### src/rtl/if_prefetch_stage.sv
// ---------------------------------------------------------------------------
// if_prefetch_stage
//   Instruction-fetch front end. Generates sequential word-aligned PCs, fetches
//   them over a req/gnt/rvalid memory handshake (one request outstanding at a
//   time), and buffers the returned words, tagged with their PC, in a small
//   prefetch FIFO that feeds the decode stage over valid/ready. A redirect
//   flushes the FIFO and restarts fetch at a new PC. A response already in
//   flight when the redirect arrives is dropped.
//
// Ports
//   clk_i, rst_i             clock, asynchronous active-low reset
//   start_i                  leave IDLE and begin fetching (sampled in IDLE only)
//   redirect_i/redirect_pc_i one-cycle flush + new fetch PC (low 2 bits ignored)
//   imem_req_o/imem_addr_o   fetch request and word address
//   imem_gnt_i               request accepted this cycle
//   imem_rvalid_i/_rdata_i   in-order response, at least one cycle after grant
//   inst_valid_o/inst_o/     FIFO head (word and its PC); the head holds its
//   inst_pc_o                last value while the FIFO is empty
//   inst_ready_i             consumer pops the head
// ---------------------------------------------------------------------------
module if_prefetch_stage #(
  parameter logic [31:0] RESET_PC = 32'h0000_0000,
  parameter int          DEPTH    = 2               // 2..8
) (
  input  logic        clk_i,
  input  logic        rst_i,
  input  logic        start_i,
  input  logic        redirect_i,
  input  logic [31:0] redirect_pc_i,
  output logic        imem_req_o,
  output logic [31:0] imem_addr_o,
  input  logic        imem_gnt_i,
  input  logic        imem_rvalid_i,
  input  logic [31:0] imem_rdata_i,
  output logic        inst_valid_o,
  output logic [31:0] inst_o,
  output logic [31:0] inst_pc_o,
  input  logic        inst_ready_i
);

  localparam int PW = $clog2(DEPTH);
  localparam int CW = $clog2(DEPTH + 1);
  localparam logic [CW-1:0] DEPTH_C  = CW'(DEPTH);
  localparam logic [PW-1:0] PTR_LAST = PW'(DEPTH - 1);

  typedef enum logic [1:0] {IDLE, ISSUE, WAIT} state_e;

  state_e        state_q, state_d;
  logic [31:0]   fetch_pc_q, fetch_pc_d;   // next PC to request
  logic [31:0]   pend_pc_q, pend_pc_d;     // PC of the request in flight
  logic          drop_q, drop_d;           // discard the next response
  logic [PW-1:0] rd_ptr_q, rd_ptr_d;
  logic [PW-1:0] wr_ptr_q, wr_ptr_d;
  logic [CW-1:0] count_q, count_d;
  logic [31:0]   last_inst_q, last_inst_d; // head shown while empty
  logic [31:0]   last_pc_q, last_pc_d;

  logic [31:0]   fifo_inst [DEPTH];
  logic [31:0]   fifo_pc   [DEPTH];

  logic          req, push, pop, flush;
  logic [31:0]   addr, redirect_pc_al;

  function automatic logic [PW-1:0] ptr_inc(input logic [PW-1:0] p);
    return (p == PTR_LAST) ? '0 : p + 1'b1;
  endfunction

  assign redirect_pc_al = redirect_pc_i & 32'hFFFF_FFFC;

  assign inst_valid_o = (count_q != '0);
  assign inst_o       = inst_valid_o ? fifo_inst[rd_ptr_q] : last_inst_q;
  assign inst_pc_o    = inst_valid_o ? fifo_pc[rd_ptr_q]   : last_pc_q;
  assign imem_req_o   = req;
  assign imem_addr_o  = addr;

  // NOTE: every signal written here gets a default first, so no path through
  // the case statement can leave one unassigned and infer a latch.
  always_comb begin
    state_d    = state_q;
    fetch_pc_d = fetch_pc_q;
    pend_pc_d  = pend_pc_q;
    drop_d     = drop_q;
    req        = 1'b0;
    addr       = '0;
    push       = 1'b0;
    flush      = 1'b0;

    unique case (state_q)
      IDLE: begin
        if (start_i) state_d = ISSUE;
      end

      ISSUE: begin
        // In ISSUE nothing is in flight, so credit reduces to FIFO space.
        req  = (count_q < DEPTH_C);
        addr = fetch_pc_q;
        if (redirect_i) begin
          flush      = 1'b1;
          fetch_pc_d = redirect_pc_al;
          // A request granted in the redirect cycle is stale: drop its data.
          if (req && imem_gnt_i) begin
            state_d = WAIT;
            drop_d  = 1'b1;
          end
        end else if (req && imem_gnt_i) begin
          pend_pc_d  = fetch_pc_q;
          fetch_pc_d = fetch_pc_q + 32'd4;
          state_d    = WAIT;
        end
      end

      WAIT: begin
        if (redirect_i) begin
          flush      = 1'b1;
          fetch_pc_d = redirect_pc_al;
          if (imem_rvalid_i) begin
            drop_d  = 1'b0;
            state_d = ISSUE;
          end else begin
            drop_d  = 1'b1;
          end
        end else if (imem_rvalid_i) begin
          if (drop_q) drop_d = 1'b0;
          else        push   = 1'b1;
          state_d = ISSUE;
        end
      end

      default: state_d = IDLE;
    endcase

    // Flush wins over a concurrent pop.
    pop = inst_valid_o && inst_ready_i && !flush;

    rd_ptr_d = rd_ptr_q;
    wr_ptr_d = wr_ptr_q;
    count_d  = count_q;
    if (flush) begin
      rd_ptr_d = '0;
      wr_ptr_d = '0;
      count_d  = '0;
    end else begin
      if (push) wr_ptr_d = ptr_inc(wr_ptr_q);
      if (pop)  rd_ptr_d = ptr_inc(rd_ptr_q);
      count_d = count_q + CW'(push) - CW'(pop);
    end

    last_inst_d = inst_o;
    last_pc_d   = inst_pc_o;
  end

  // NOTE: state registers use non-blocking assignments so every flop samples
  // the pre-edge value of every other flop, independent of statement order.
  always_ff @(posedge clk_i or negedge rst_i) begin
    if (!rst_i) begin
      state_q     <= IDLE;
      fetch_pc_q  <= RESET_PC;
      pend_pc_q   <= '0;
      drop_q      <= 1'b0;
      rd_ptr_q    <= '0;
      wr_ptr_q    <= '0;
      count_q     <= '0;
      last_inst_q <= '0;
      last_pc_q   <= '0;
    end else begin
      state_q     <= state_d;
      fetch_pc_q  <= fetch_pc_d;
      pend_pc_q   <= pend_pc_d;
      drop_q      <= drop_d;
      rd_ptr_q    <= rd_ptr_d;
      wr_ptr_q    <= wr_ptr_d;
      count_q     <= count_d;
      last_inst_q <= last_inst_d;
      last_pc_q   <= last_pc_d;
    end
  end

  // NOTE: the FIFO storage is not reset; an entry is only ever read after it
  // was written, because count_q gates every read of the array.
  always_ff @(posedge clk_i) begin
    if (push) begin
      fifo_inst[wr_ptr_q] <= imem_rdata_i;
      fifo_pc[wr_ptr_q]   <= pend_pc_q;
    end
  end

endmodule

### config.mk
export PLATFORM = sky130hd
export DESIGN_NAME = if_prefetch_stage
export DESIGN_NICKNAME = d
export VERILOG_FILES = /design/src/rtl/if_prefetch_stage.sv
export SDC_FILE = /design/constraint.sdc
export NUM_CORES = 1
export LEC_CHECK = 0
export ABC_AREA = 0
export CAP_MARGIN = 15
export CORE_ASPECT_RATIO = 1.2
export CORE_UTILIZATION = 55
export CTS_BUF_LIST = sky130_fd_sc_hd__clkbuf_8 sky130_fd_sc_hd__clkbuf_16
export DETAILED_ROUTE_END_ITERATION = 12
export DONT_BUFFER_PORTS = 1
export PLACE_DENSITY = 0.75
export SLEW_MARGIN = 40
export SYNTH_ARGS = -nofsm -noshare
export SYNTH_HDL_FRONTEND = slang
export SYNTH_SLANG_ARGS = --single-unit
### constraint.sdc
create_clock -name clk_i -period 6.8 [get_ports clk_i]
set_input_delay 1.36 -clock clk_i [delete_from_list [all_inputs] [get_ports clk_i]]
set_output_delay 1.36 -clock clk_i [all_outputs]
set_load 0.1 [all_outputs]
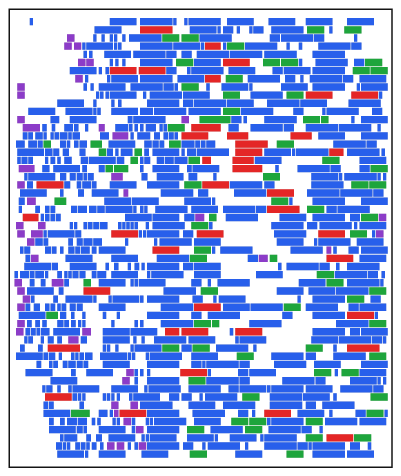
*Cells by drive strength*
Scale: 3 px per micron.
| colour | size | cells |
|---|---|---|
| purple | _2 cells | 48 |
| red | _6 and larger | 41 |
| green | _3 and _4 cells | 78 |
| blue | _0 and _1 cells | 697 |
area grow syn2layout: 19.2%
Final WS setup: 2.55 ns
bufs w/o clock: 16
final instance area: 12,300 sq um

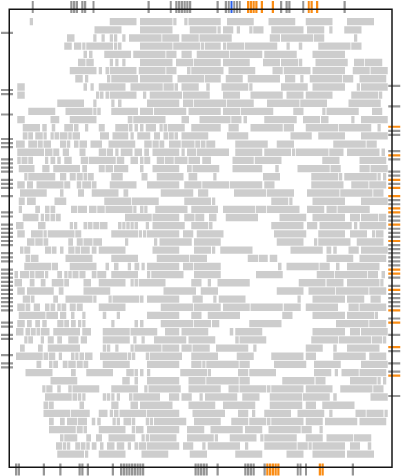
*Pin map*
Scale: 3 px per micron. Pins as bars across the die edge, other pins in grey.
| colour | port | pins | direction | edge |
|---|---|---|---|---|
| orange | imem_rdata_i | 32 | input | 16 right, 9 top, 7 bottom |
| blue | inst_ready_i | 1 | input | top |
all pins by edge: 50 right, 44 left, 39 bottom, 36 top

==> impl_metrics.json <==
{
  "grt_start_max_net_pins": 132,
  "clkTransAtPathRegs_ns": 0.06,
  "ys_seq_share_pct": 67.8,
  "core-area_sq_um": 18300,
  "finalNetCount": 923,
  "drtIter0Drc": 338,
  "cp-start-kind": "flop",
  "ys_ff": 255,
  "endpoint_kind": "output pin",
  "synth_cell_types": 56,
  "grt_use_total_pct": 23.1,
  "pre_cts_ws_ns": 3.14,
  "crit_path_start": "count_q[1]$_DFF_PN0_",
  "fp_util_pct": 56.4,
  "ys_cells": 850,
  "cts_made_buffers": 25,
  "cp_max_fo": 98,
  "common_cells": "180 x nand2_1, 131 x dfrtp_1, 124 x edfxtp_1",
  "fp.dieW_microns": 127,
  "cts_htree_levels": 1,
  "dp.final_hpwl_microns": 13900,
  "period_needed_ns": 4.25,
  "wirelength_microns": 21900,
  "cts-resized-gates": 0,
  "post_cts_buffers": 0,
  "crit_end": "inst_pc_o[20]",
  "arrival_ns": 2.89,
  "fin_cells": 1116,
  "viasPerCell": 5.78,
  "dr.pass1.iters": 5,
  "setup_viol": 0,
  "gp_congestion": 0.897,
  "fmax_ghz": 0.235,
  "ff_type": "dfrtp_1",
  "fin_hold_ws_ns": 0.468,
  "place_area_sq_um": 11400,
  "yosys_area_sq_um": 10300,
  "synth_warnings": 0,
  "numClockSinks": 255,
  "cts_root_buf": "clkbuf_16",
  "cts_tree": "yes",
  "io_pins": 169,
  "warnings": 33,
  "maxSlewViolCount": 0,
  "area_leaders": "edfxtp_1 36%, dfrtp_1 32%, nand2_1 6.5%, mux2i_1 6.1%, o21ai_0 3.8%",
  "dp.cells": 1070,
  "antenna_found_initial": 0,
  "drive_above_1_share_pct": 19.3,
  "route.detailed.drc": 0,
  "edf_count": 124,
  "relSlewSlack_pct": 42.3,
  "die_h_microns": 152,
  "netlist_instances": 850,
  "num_vias": 6446,
  "ant_nets": 0,
  "cts_buffer_depth": 3,
  "fin_skew_ns": 0.0188,
  "reg2reg_slack_ns": 3.60,
  "run_status": "finished clean",
  "grt-ovfl-total": 0,
  "setup_tns_ns": 0,
  "hold_buffers": 0,
  "clkLatencyLatePin_ns": 0.52,
  "synth_area_per_cell_sq_um": 12.2,
  "critical_path_class": "flop to output pin",
  "port_buffers": 0,
  "crit_required_ns": 5.44,
  "hold_class": "flop to flop",
  "dieArea_sq_um": 19300,
  "top_cell": "nand2_1",
  "synthArstFlopShare_pct": 51.4,
  "wl_per_cell_microns": 19.6,
  "grt_pass1_vias": 6483,
  "top_area_share_pct": 36.0,
  "r2r-end": "count_q[1]$_DFF_PN0_",
  "r2r_start": "count_q[1]$_DFF_PN0_",
  "rsz0062_at_grt": "no",
  "worst_pin_slew_ns": 0.866
}
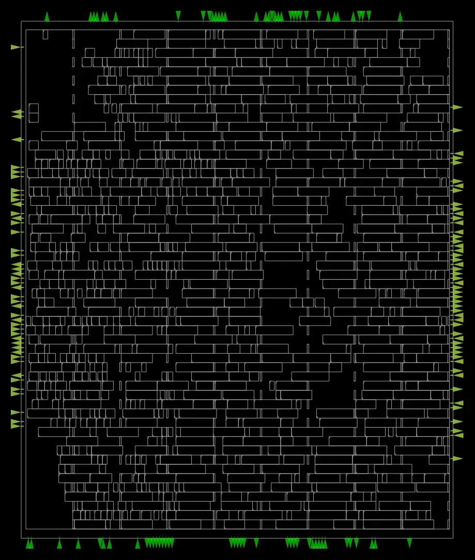
*Cell placement*
row count: 54
TAP cells: 252
Final Util: 67.2%

-- metal layers --
| metal | GRT usage, % | up-vias | share of wire [%] |
|---|---|---|---|
| met5 | 0 | - | 0 |
| met4 | 6.63 | 0 | 2.4 |
| met3 | 6.60 | 40 | 8.4 |
| met2 | 38.4 | 217 | 49 |
| met1 | 29.7 | 3164 | 40 |
| li1 | - | 3025 | - |
-- how the worst min path moves through the flow --
stage                              start                        to  slack, ns
6_report       pend_pc_q[16]$_DFFE_PN0P_  fifo_pc[1][16]$_DFFE_PP_       0.47
2_1_floorplan  pend_pc_q[31]$_DFFE_PN0P_  fifo_pc[0][31]$_DFFE_PP_       0.44
4_1_cts        pend_pc_q[16]$_DFFE_PN0P_  fifo_pc[1][16]$_DFFE_PP_       0.47
5_1_grt        pend_pc_q[15]$_DFFE_PN0P_  fifo_pc[0][15]$_DFFE_PP_       0.49
3_3_place_gp    pend_pc_q[8]$_DFFE_PN0P_   fifo_pc[0][8]$_DFFE_PP_       0.45
3_5_place_dp   pend_pc_q[15]$_DFFE_PN0P_  fifo_pc[1][15]$_DFFE_PP_       0.46
-- cells by family after synthesis --
family | synth area share [%]
AOI/OAI and AO/OA | 9.07
xor gates and xnor gates | 0.339
adders and majority gates | 0.848
buffers and inverters | 2.22
DFF | 67.8
muxes | 6.21
other | 0.0363
and+or+nand+nor | 13.5
-- state kept, by name, summed over array words and instances (netlist names) --
name,cells
count_q,2
drop_q,1
fetch_pc_q,30
fifo_inst,64
fifo_pc,60
last_inst_q,32
last_pc_q,32
pend_pc_q,30
rd_ptr_q,1
state_q,2
wr_ptr_q,1
-- cell type report --
| type | count | area [sq um] |
|---|---|---|
| sequential | 255 | 7010 |
| fill | 1297 | 6000 |
| clock inverter | 19 | 219 |
| timing repair buffer | 16 | 220 |
| inverter | 10 | 37.5 |
| clock buffer | 27 | 653 |
| tap | 252 | 315 |
| multi-input combinational | 537 | 3860 |
-- cells in the final DEF, fill, tap and decap left out, drive strengths merged, types with 2 or more instances in the layout --
cell type	count
a21oi	35
edfxtp	124
buf	16
nor2	21
o221a	2
bufinv	5
nand4	8
nor4	5
clkinv	5
a2bb2oi	6
a311oi	2
dfrtp	131
o32ai	2
a22oi	3
and2	33
ha	7
nand2	180
conb	2
a211oi	3
or3	4
o22ai	11
o21ai	78
mux2i	63
nand3	17
xnor2	2
clkbuf	27
o22a	2
a31oi	4
inv	17
xor2	2
o211ai	3
or4	2
nand2b	3
clkinvlp	2
and4	4
nor3	10
and3	8
-- critical path: stages, from the launching register on --
cell and delay (ns):
dfrtp_1 0.49, nor2_4 0.50, buf_12 0.57, nand2_1 0.16
o21ai_2 0.10, buf_4 0.33
